### Drive-strength map, run 1

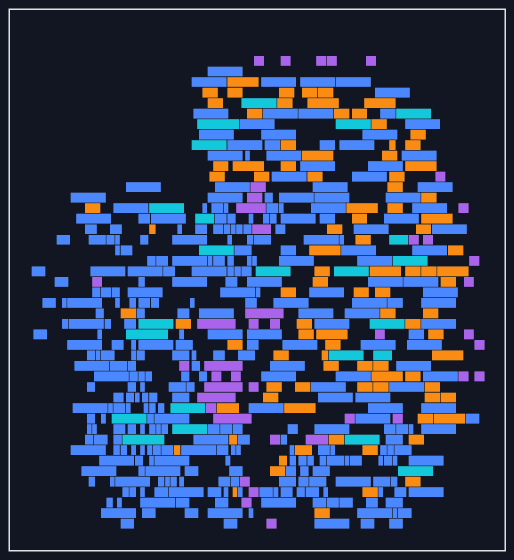
### Gate-type map, run 1

Bar = 50 um.
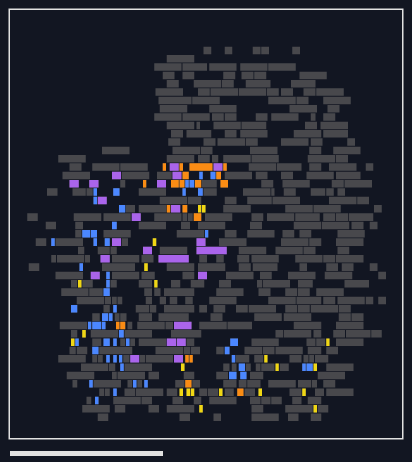
### The metal 3 layer, run 1

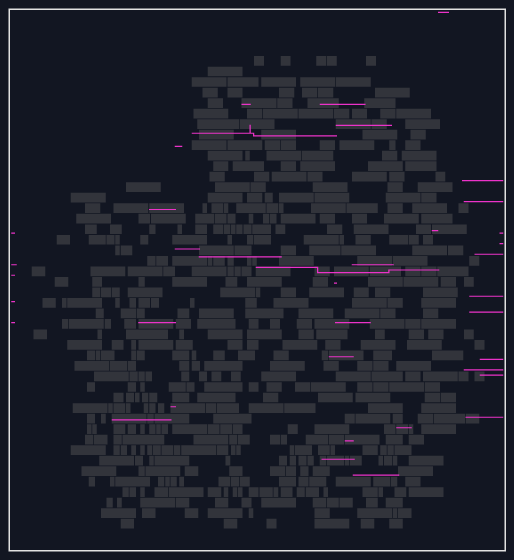
===== src/rtl/spike_pkg.sv =====
// Shared definitions for the spike readout path.
// Holds the record layout, the saturation limit, the default sizes and small helpers.
package spike_pkg;

    localparam int REC_W    = 16;
    localparam int FIELD_W  = 8;
    localparam int ISI_LSB  = 8;
    localparam int PEAK_LSB = 0;

    localparam logic [7:0] ISI_MAX = 8'd255;

    localparam int DEF_FIFO_DEPTH  = 4;
    localparam int DEF_WINDOW_LOG2 = 8;

    // The ISI field sits in the upper byte, so a packed
    // struct matches the offsets above.
    typedef struct packed {
        logic [7:0] isi;
        logic [7:0] peak;
    } evt_rec_t;

    function automatic logic [7:0] sat_inc(logic [7:0] v);
        return (v == ISI_MAX) ? v : v + 8'd1;
    endfunction

    function automatic logic [7:0] max8(logic [7:0] a, logic [7:0] b);
        return (a > b) ? a : b;
    endfunction

endpackage


===== src/rtl/spike_monitor_if.sv =====
// Event record handshake between the spike monitor and its consumer.
// master: evt_valid/evt_isi/evt_peak out, evt_ready in; slave: the reverse.
interface spike_monitor_if;

    logic       evt_valid;
    logic       evt_ready;
    logic [7:0] evt_isi;
    logic [7:0] evt_peak;

    modport master (
        output evt_valid,
        output evt_isi,
        output evt_peak,
        input  evt_ready
    );

    modport slave (
        input  evt_valid,
        input  evt_isi,
        input  evt_peak,
        output evt_ready
    );

endinterface


===== src/rtl/event_fifo.sv =====
// First-word fall-through FIFO for event records, async active-high reset.
// Ports: clk, rst, push/wdata, pop/rdata, full, empty.
module event_fifo
    import spike_pkg::*;
#(
    parameter int DEPTH = DEF_FIFO_DEPTH,
    parameter int W     = REC_W
) (
    input  logic         clk,
    input  logic         rst,
    input  logic         push,
    input  logic [W-1:0] wdata,
    input  logic         pop,
    output logic [W-1:0] rdata,
    output logic         full,
    output logic         empty
);

    localparam int AW = $clog2(DEPTH);

    logic [W-1:0] mem [DEPTH];
    logic [AW:0]  wptr;
    logic [AW:0]  rptr;
    logic         do_pop;
    logic         do_push;

    // Extra pointer bit tells full from empty when the indices match.
    assign empty = (wptr == rptr);
    assign full  = (wptr[AW] != rptr[AW]) &&
                   (wptr[AW-1:0] == rptr[AW-1:0]);

    assign do_pop  = pop & ~empty;
    // A pop frees the slot in the same cycle, so full+pop still accepts.
    assign do_push = push & (~full | do_pop);

    assign rdata = mem[rptr[AW-1:0]];

    always_ff @(posedge clk or posedge rst) begin
        if (rst) begin
            wptr <= '0;
            rptr <= '0;
            for (int i = 0; i < DEPTH; i++) begin
                mem[i] <= '0;
            end
        end else begin
            if (do_push) begin
                mem[wptr[AW-1:0]] <= wdata;
                wptr <= wptr + (AW+1)'(1);
            end
            if (do_pop) begin
                rptr <= rptr + (AW+1)'(1);
            end
        end
    end

endmodule


===== src/rtl/spike_monitor.sv =====
// Spike readout: onset detect, ISI/peak capture into an event FIFO, windowed rate.
// Ports: clk, rst, en, state, spike, evt (master), rate, rate_valid, overflow, clr_ovf.
module spike_monitor
    import spike_pkg::*;
#(
    parameter int FIFO_DEPTH  = DEF_FIFO_DEPTH,
    parameter int WINDOW_LOG2 = DEF_WINDOW_LOG2
) (
    input  logic                   clk,
    input  logic                   rst,
    input  logic                   en,
    input  logic [7:0]             state,
    input  logic [7:0]             spike,
    spike_monitor_if.master        evt,
    output logic [7:0]             rate,
    output logic                   rate_valid,
    output logic                   overflow,
    input  logic                   clr_ovf
);

    logic                   s_d;
    logic [7:0]             isi_cnt;
    logic [7:0]             peak_reg;
    logic [7:0]             spk_cnt;
    logic [WINDOW_LOG2-1:0] win_cnt;

    logic     onset;
    logic     pop;
    logic     full;
    logic     empty;
    logic     drop;
    evt_rec_t rec;
    evt_rec_t head;
    logic     spike_hi_unused;

    assign spike_hi_unused = |spike[7:1];

    assign onset = spike[0] & ~s_d & en;

    assign rec.isi  = isi_cnt;
    assign rec.peak = max8(peak_reg, state);

    assign pop  = ~empty & evt.evt_ready;
    assign drop = onset & full & ~pop;

    event_fifo #(
        .DEPTH (FIFO_DEPTH),
        .W     (REC_W)
    ) u_fifo (
        .clk   (clk),
        .rst   (rst),
        .push  (onset),
        .wdata (rec),
        .pop   (pop),
        .rdata (head),
        .full  (full),
        .empty (empty)
    );

    assign evt.evt_valid = ~empty;
    assign evt.evt_isi   = head.isi;
    assign evt.evt_peak  = head.peak;

    always_ff @(posedge clk or posedge rst) begin
        if (rst) begin
            s_d        <= 1'b0;
            isi_cnt    <= '0;
            peak_reg   <= '0;
            spk_cnt    <= '0;
            win_cnt    <= '0;
            rate       <= '0;
            rate_valid <= 1'b0;
            overflow   <= 1'b0;
        end else begin
            s_d        <= spike[0];
            rate_valid <= 1'b0;

            // isi_cnt is zero only until the first onset, so it
            // doubles as the "first onset seen" flag.
            if (onset) begin
                isi_cnt  <= 8'd1;
                peak_reg <= '0;
            end else if (en) begin
                if (isi_cnt != '0) begin
                    isi_cnt <= sat_inc(isi_cnt);
                end
                peak_reg <= max8(peak_reg, state);
            end

            if (en) begin
                win_cnt <= win_cnt + WINDOW_LOG2'(1);
                if (&win_cnt) begin
                    rate       <= onset ? sat_inc(spk_cnt) : spk_cnt;
                    spk_cnt    <= '0;
                    rate_valid <= 1'b1;
                end else if (onset) begin
                    spk_cnt <= sat_inc(spk_cnt);
                end
            end

            if (drop) begin
                overflow <= 1'b1;
            end else if (clr_ovf) begin
                overflow <= 1'b0;
            end
        end
    end

endmodule

===== src/flat_wrapper.sv =====
// flat-port wrapper written by rule: the top's interface ports become plain ports
module spike_monitor_flat import spike_pkg::*;
#(
    parameter int FIFO_DEPTH  = DEF_FIFO_DEPTH,
    parameter int WINDOW_LOG2 = DEF_WINDOW_LOG2
)
  (clk, rst, en, state, spike, rate, rate_valid, overflow, clr_ovf, evt_evt_valid, evt_evt_isi, evt_evt_peak, evt_evt_ready);
  spike_monitor_if evt_i ();
  input  logic clk;
  input  logic rst;
  input  logic en;
  input  logic [7:0] state;
  input  logic [7:0] spike;
  output logic [7:0] rate;
  output logic rate_valid;
  output logic overflow;
  input  logic clr_ovf;
  output wire logic [$bits(evt_i.evt_valid)-1:0] evt_evt_valid;
  output wire logic [$bits(evt_i.evt_isi)-1:0] evt_evt_isi;
  output wire logic [$bits(evt_i.evt_peak)-1:0] evt_evt_peak;
  input wire logic [$bits(evt_i.evt_ready)-1:0] evt_evt_ready;
  assign evt_evt_valid = evt_i.evt_valid;
  assign evt_evt_isi = evt_i.evt_isi;
  assign evt_evt_peak = evt_i.evt_peak;
  assign evt_i.evt_ready = evt_evt_ready;
  spike_monitor #(.FIFO_DEPTH(FIFO_DEPTH), .WINDOW_LOG2(WINDOW_LOG2)) u_core (.clk(clk), .rst(rst), .en(en), .state(state), .spike(spike), .evt(evt_i), .rate(rate), .rate_valid(rate_valid), .overflow(overflow), .clr_ovf(clr_ovf));
endmodule

===== config.mk =====
export PLATFORM = sky130hd
export DESIGN_NAME = spike_monitor_flat
export DESIGN_NICKNAME = d
export VERILOG_FILES = /design/src/rtl/spike_pkg.sv /design/src/rtl/spike_monitor_if.sv /design/src/rtl/event_fifo.sv /design/src/rtl/spike_monitor.sv /design/src/flat_wrapper.sv
export SDC_FILE = /design/constraint.sdc
export NUM_CORES = 1
export LEC_CHECK = 0
export CORE_ASPECT_RATIO = 1.1
export CORE_MARGIN = 5
export CORE_UTILIZATION = 37
export CTS_CLUSTER_DIAMETER = 120
export DETAILED_ROUTE_END_ITERATION = 7
export GPL_TIMING_DRIVEN = 1
export SYNTH_ARGS = -nofsm -noshare
export SYNTH_HDL_FRONTEND = slang
export SYNTH_HIERARCHICAL = 1
export SYNTH_SLANG_ARGS = --single-unit

===== constraint.sdc =====
create_clock -name clk -period 4.21 [get_ports clk]
set_clock_uncertainty 0.2 [all_clocks]
set_input_delay 0.6315 -clock clk [delete_from_list [all_inputs] [get_ports clk]]
set_output_delay 0.6315 -clock clk [all_outputs]
set_load 0.1 [all_outputs]

==> reports/metrics.sh, run 1 <==
CRIT_PATH_START='state[7]'
YOSYS-TOP-CELLS-COUNT='sky130_fd_sc_hd__dfrtp_1, sky130_fd_sc_hd__mux2_2, sky130_fd_sc_hd__nand2_1'
GRT_PASS1_WL_UM=19000
HOLDWS_NS=0.2736
DRT_ITER0_DRC=141
HPWL_UM=7614
SETUP-VIOLATIONS-FINAL=0
FINALCRITPERIODSHARE_PCT=70.75
ANTENNA_LEFT=0
WORST_R2R_PATH_DEPTH=8
FINAL_NET_COUNT=519
DRIVE_ABOVE_1_SHARE_PCT=32.19
SYNTHDISTINCTLIBCELLS=50
CLOCK_INSERTION_DELAY_WORST_SKEW_NS=0.41
HOLD_VIOL_FINAL=0
YOSYSTOPAREACELLSHARE_PCT=50.00
GRT_SETUP_UNREPAIRED='false'
CORE-AREA_UM2=15050
PLACEMENTROWS=47
POST_CTS_HOLD_BUFFER_COUNT=0
GRT_PASS1_VIAS=3731
FINAL_MAX_SLEW_VIOL_COUNT=0
SYNTH_ASYNC_SR_FLOP_SHARE_PCT=100.0
PERIOD_NEEDED_NS=2.979
LARGEST_REGISTER_FF_COUNT=64
SLEW-LIMIT-HEADROOM_PCT=29.35
NETLIST_AREA_UM2=5655
SYNTH_AREA_PER_CELL_UM2=13.24
MAXIMUM_NUMBER_OF_PINS_ON_ONE_NET_BEFORE_GLOBAL_ROUTE_REPAIR=51
SYNTHFLOPTYPE='sky130_fd_sc_hd__dfrtp_1'
CTS.REPORTEDPATHS.CLKPINSLEW_NS=0.05
RUN_STATUS='complete, no violations'
CRIT_PATH_TOP_DELAY_CELL='sky130_fd_sc_hd__clkdlybuf4s50_1'
FLOORPLAN.DIE_AREA_UM2=17860
ROOT_BUFFER='sky130_fd_sc_hd__clkbuf_16'
CRIT_REQUIRED_NS=4.29
CTS-ROOT-TO-SINK-BUFFERS=2
COUNT_OF_INPUT_AND_OUTPUT_BUFFERS=40
GRT_ANTENNA_BEFORE_REPAIR=0
WORST_PIN_SLEW_NS=1.060
GP_ROUTABILITY_CONGESTION=0.8066
SYNTH.TOP_CELLS.BY_AREA='sky130_fd_sc_hd__dfrtp_1, sky130_fd_sc_hd__mux2_2, sky130_fd_sc_hd__mux4_2'
FMAXACHIEVABLE_MHz=335.7
REG2REG_FROM='u_core/u_fifo/wptr[0]'
CLOCK_SINK_COUNT=113
DRCVIOLATIONCOUNT=0
ENABLE_FLOP_CELLS=0
YS.FLOPS=113
R2R-END='u_core/u_fifo/mem[36]'
TIMING.MAX_CAP.VIOLATIONS=0
CRITICAL_PATH.MAX_FANOUT=8
SYNTHESIS.INSTANCES=427
## Picture notes: 'Drive-strength map'
x6 and larger: drawn in cyan, cells 23. x3 and x4: drawn in purple, cells 42. x1 and smaller: drawn in blue, cells 335. x2: drawn in orange, cells 94.
Final Worst Setup Slack: 1.231 ns
count of non-CTS buffers in the layout: 51
post-route cell area: 6834 um^2
Layout Area Growth over Synthesis: 20.84%

## Picture notes: 'Gate-type map'
nor cells: drawn in orange, cells 20. xor and xnor cells: drawn in purple, cells 23. inv cells: drawn in yellow, cells 21. nand cells: drawn in blue, cells 51.

## Picture notes: 'The metal 3 layer'
The longest straight run is 21.4 um. The layer carries 315 um of wire. The layer holds 2.8% of the routed length.
Vias: 3511
met3 track utilization from global routing: 3.948%
detailed-route wire length: 11250 um

## run 1: layer usage
layer / up-vias / part of all wire (%) / GRT usage, % / wire, um
met5: - / 0 / 0 / 0
met4: 0 / 1.7 / 5.084 / 189
met3: 15 / 2.8 / 3.948 / 314
met2: 47 / 51 / 22.39 / 5784
met1: 1785 / 44 / 16.77 / 4965
li1: 1664 / - / - / -
## run 1: logic make-up after synthesis
| family | Yosys count | share of synthesized area (%) |
|---|---|---|
| adder cells (fa/ha/maj) | 17 | 3.761 |
| AND-OR/OR-AND | 55 | 8.009 |
| AND/OR/NAND/NOR | 89 | 8.805 |
| flip-flops | 113 | 50.00 |
| multiplexers | 93 | 21.66 |
| buffers and inverters | 37 | 3.407 |
| XOR/XNOR | 23 | 4.358 |
## run 1: where the power goes
group | switching (mW) | total (mW) | internal, mW
Combinational | 1.55 | 2.41 | 0.856
Sequential | 0.273 | 1.71 | 1.43
Clock | 0.483 | 1.45 | 0.972
## run 1: worst min path at each step
stage	start	depth (start not counted)	slack, ns	endpoint
2_1_floorplan	u_core/win_cnt[7]	1	0.24	u_core/win_cnt[7]
3_3_place_gp	u_core/win_cnt[7]	1	0.25	u_core/win_cnt[7]
3_5_place_dp	u_core/win_cnt[5]	1	0.26	u_core/win_cnt[5]
4_1_cts	u_core/win_cnt[5]	1	0.27	u_core/win_cnt[5]
5_1_grt	u_core/win_cnt[5]	1	0.29	u_core/win_cnt[5]
6_report	u_core/win_cnt[5]	1	0.27	u_core/win_cnt[5]
## run 1: per-stage QoR
| stage | util [%] | setup slack, ns | power [mW] | area (um^2) | std cells |
|---|---|---|---|---|---|
| finish | 45.40 | 1.231 | 5.568 | 6834 | 690 |
| CTS | 45.40 | 1.243 | 5.639 | 6834 | 690 |
| floorplan | - | 1.206 | 3.661 | 5655 | 427 |
| detailed placement | 41.36 | 0.8198 | 4.153 | 6227 | 658 |
| global route | 45.40 | 1.118 | 5.861 | 6834 | 690 |
| global placement | 41.36 | 0.8564 | 4.096 | 6227 | 658 |
## run 1: critical path, delay by kind of cell
kind            cells  cell delay, ns
mux                 2            0.72
compound gates      1            0.30
fa+ha+maj           1            0.31
simple gates        2            0.54
buf+inv             2            0.54
## run 1: placed cells by master, fill, tap and decap left out, drive strengths merged, types with 13 or more instances in the layout
cell type / count
a21oi: 13
buf: 28
clkbuf: 22
clkdlybuf4s50: 23
dfrtp: 113
ha: 17
inv: 20
mux2: 75
mux4: 16
nand2: 29
o21ai: 13
xnor2: 17
## run 1: final cells by class
type                            instances  area [um^2]  area share (%)
Inverter                               21        78.83           1.153
Clock buffer                           22        474.2           6.939
Multi-Input combinational cell        277         2635           38.56
Sequential cell                       113         2828           41.38
Clock inverter                         10        132.6           1.941
Tap cell                              196        245.2           3.588
Timing Repair Buffer                   51        440.4           6.445
## Run 2: what changed since run 1
clock period = 2.6 ns   (was 4.21 ns; I/O delays follow)
==> reports/metrics.sh, run 2 <==
LARGEST_REGISTER_FF_COUNT=64  # unchanged
FINAL_NET_COUNT=548  # +5.6%
LAYOUT.AREA.SEQ_UM2=2829  # about the same
POWER_FRAC_COMB_PCT=48.5  # +5.3 points
SYNTH_ASYNC_SR_FLOP_SHARE_PCT=100.0  # unchanged
TOP_CELL='sky130_fd_sc_hd__dfrtp_1'
SYNTH.TOP_CELLS.BY_AREA='sky130_fd_sc_hd__dfrtp_1, sky130_fd_sc_hd__mux2_2, sky130_fd_sc_hd__mux4_2'
FP-UTILIZATION_PCT=37.57
RUN_STATUS='complete, no violations'
FINAL_CELL_MIX='sky130_fd_sc_hd__dfrtp_1, sky130_fd_sc_hd__mux2_2, sky130_fd_sc_hd__buf_4, sky130_fd_sc_hd__nand2_1, sky130_fd_sc_hd__buf_12'
YS.FLOPS=113  # unchanged
FINALCRITPERIODSHARE_PCT=97.39
POST_CTS_HOLD_BUFFER_COUNT=0  # unchanged
SYNTHFLOPTYPE='sky130_fd_sc_hd__dfrtp_1'
LAYOUT.CORE_UTILIZATION_PCT=49.58  # +4.2 points
ANTENNA_LEFT=0  # unchanged
CLOCK_POWER_SHARE_PCT=23.7  # -2.4 points
R2R-END='u_core/u_fifo/mem[9]'
CORE-AREA_UM2=15050  # unchanged
CTS-ROOT-TO-SINK-BUFFERS=2  # unchanged
SEQ_POWER_SHARE_PCT=27.9  # -2.7 points
SYNTHDISTINCTLIBCELLS=50  # unchanged
FINAL_MAX_SLEW_VIOL_COUNT=0  # unchanged
LAYOUT.CELLS.NON_FILLER=717  # +3.9%
CLOCK_SINK_COUNT=113  # unchanged
MAXIMUM_NUMBER_OF_PINS_ON_ONE_NET_BEFORE_GLOBAL_ROUTE_REPAIR=37  # -27%
SYNTH_AREA_PER_CELL_UM2=13.24  # unchanged
CRITICAL_SETUP_PATH_KIND='reg2reg'
LARGEST_REGISTER='u_core/u_fifo/mem'
INTERNAL_POWER_OF_THE_CELLS_mW=5.996  # +84%
FLOORPLAN.DIE_AREA_UM2=17860  # unchanged
WORST_PIN_SLEW_NS=0.7311  # -0.3287 ns
TOOL_WARNINGS=39
DRT_ITER0_DRC=163  # +16%
LAYOUT-AREA-OVERHEAD-VS-SYNTH_PCT=31.97
GP_ROUTABILITY_CONGESTION=0.8095  # +0.36%
HOLD_VIOL_FINAL=0  # unchanged
HOLD_PATH_END='u_core/peak_reg[1]'
DRT_WL_TOTAL_UM=12350  # +9.7%
P_SW_SHARE_PCT=40.03  # -1.4 points
SYNTHESIS.INSTANCES=427  # unchanged
NETLIST_AREA_UM2=5655  # unchanged
GRT_PASS1_WL_UM=20360  # +7.2%
SLEW-LIMIT-HEADROOM_PCT=50.96  # +22 points
REG2REG_FROM='u_core/u_fifo/rptr[0]'
FILLERINSTANCES=1323
GRT_PASS1_VIAS=4015  # +7.6%
HPWL_UM=8191  # +7.6%
COMB_AREA_UM2=2714  # +3.0%
DRIVE_ABOVE_1_SHARE_PCT=39.35  # +7.2 points
HOLDPATHSTAGES=3  # +2
ENABLE_FLOP_CELLS=0  # unchanged
YOSYSTOPAREACELLSHARE_PCT=50.00  # unchanged
PERIOD_NEEDED_NS=2.532
CLOCK_INSERTION_DELAY_WORST_SKEW_NS=0.41  # about the same
PLACEMENTROWS=47  # unchanged
FMAXACHIEVABLE_MHz=394.9
CRIT_REQUIRED_NS=2.69  # -1.60 ns
PLACEDCELLCOUNT=679  # +3.2%
TIMING.MAX_CAP.VIOLATIONS=0  # unchanged
WORST_R2R_PATH_DEPTH=9  # +1
NUM_VIAS=3706  # +5.6%
POWER_PER_CELL_AREA_nW_PER_UM2=1340
POWER_DISSIPATED_BY_SWITCHING_NET_LOADS_mW=4.003  # +74%
CRITICAL_PATH_LAUNCH_POINT_TYPE='flip-flop'
CTS.REPORTEDPATHS.CLKPINSLEW_NS=0.05  # about the same
YOSYS-TOP-CELLS-COUNT='sky130_fd_sc_hd__dfrtp_1, sky130_fd_sc_hd__mux2_2, sky130_fd_sc_hd__nand2_1'
ROOT_BUFFER='sky130_fd_sc_hd__clkbuf_16'
SETUP-VIOLATIONS-FINAL=0  # unchanged
HOLDCRITSTARTPOINT='state[1]'
DRCVIOLATIONCOUNT=0  # unchanged
GRT_ANTENNA_BEFORE_REPAIR=0  # unchanged
LAYOUT_TOP_CELL='sky130_fd_sc_hd__dfrtp_1'
COUNT_OF_INPUT_AND_OUTPUT_BUFFERS=40  # unchanged
CRITICAL_PATH.MAX_FANOUT=8  # unchanged
run 2: kinds of logic (layout without fill, tap and decap cells):
logic type	after synthesis	count (layout)	share of synthesized area [%]
buf+inv	37	131	3.407
simple gates	89	89	8.805
compound gates	55	55	8.009
flops	113	113	50.00
fa+ha+maj	17	17	3.761
xor+xnor	23	23	4.358
mux	93	93	21.66
run 2: critical path, stage by stage (launching register included):
cell and delay (ns):
sky130_fd_sc_hd__dfrtp_2 0.45, sky130_fd_sc_hd__xor2_4 0.19, sky130_fd_sc_hd__or2_4 0.27, sky130_fd_sc_hd__nor2_4 0.09
sky130_fd_sc_hd__nor2b_1 0.06, sky130_fd_sc_hd__buf_6 0.14, sky130_fd_sc_hd__o41ai_4 0.33, sky130_fd_sc_hd__buf_6 0.18
sky130_fd_sc_hd__clkbuf_16 0.17, sky130_fd_sc_hd__mux2_2 0.33
run 2: layout make-up:
cell class                      instances  area share [%]
Sequential cell                       113           37.90
Multi-Input combinational cell        277           36.36
Timing Repair Buffer                   80           13.33
Clock buffer                           20           6.253
Tap cell                              196           3.286
Clock inverter                         10           1.811
Inverter                               21           1.056
run 2: per-stage QoR:
step | worst slack (ns) | setup TNS (ns) | power (mW) | cell area, um^2 | hold slack, ns
floorplan | -0.1122 | -0.9876 | 5.961 | 5668 | 0.2214
global placement | -0.3757 | -13.27 | 7.351 | 6653 | 0.2517
detailed placement | -0.4529 | -16.06 | 7.471 | 6653 | 0.2607
CTS | -0.001231 | -0.001231 | 9.898 | 7273 | 0.1935
global route | -0.01961 | -0.04569 | 10.48 | 7463 | 0.1562
finish | 0.06788 | 0 | 9.999 | 7463 | 0.1558
run 2: per-layer routing:
metal	GRT usage, %	wire [um]	share of wire (%)
met5	0	0	0
met4	4.749	222	1.8
met3	3.871	354	2.9
met2	24.46	6546	53
met1	17.80	5225	42
run 2: power groups by stage:
stage | clock network [mW] | registers (mW) | logic (mW)
finish | 2.36 | 2.79 | 4.85
global route | 2.49 | 2.86 | 5.12
CTS | 2.40 | 2.78 | 4.72
detailed placement | 0 | 2.79 | 4.68
global placement | 0 | 2.76 | 4.59
floorplan | 0 | 2.66 | 3.30
run 2: what timing repair did:
item                       in CTS  in global routing
buffers inserted                0                  6
cloned                          0                  2
pin swaps                       0                  3
gates resized                   5                 23
setup endpoints to repair      32                 50
run 2: how the worst max path moves through the flow:
stage / start / end / slack (ns) / cells after the start
6_report: u_core/u_fifo/rptr[0] / u_core/u_fifo/mem[9] / 0.07 / 9
5_1_grt: state[3] / u_core/u_fifo/mem[7] / -0.02 / 11
4_1_cts: state[1] / u_core/u_fifo/mem[7] / -0.001 / 9
3_5_place_dp: state[1] / u_core/u_fifo/mem[36] / -0.45 / 9
3_3_place_gp: state[1] / u_core/u_fifo/mem[21] / -0.38 / 9
2_1_floorplan: u_core/u_fifo/rptr[0] / u_core/u_fifo/mem[0] / -0.11 / 9
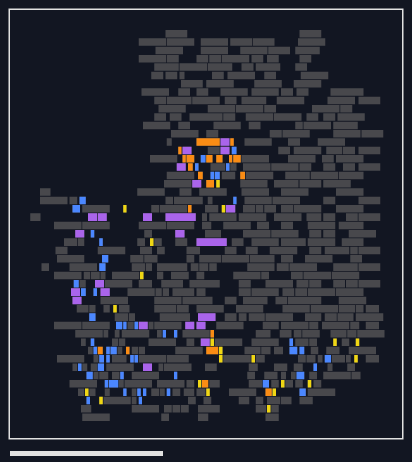
*Gate-type map, run 2*
Bar = 50 um.
nand cells: drawn in blue, cells 51. inv cells: drawn in yellow, cells 21. nor cells: drawn in orange, cells 20. xor and xnor cells: drawn in purple, cells 23.

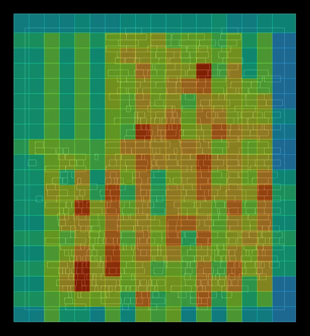
*Routing congestion map, run 2*
global-route met2 utilization: 24.46%
busiest layer in global routing: met2

No activity file was given, so power comes from the tool's default toggle rates.
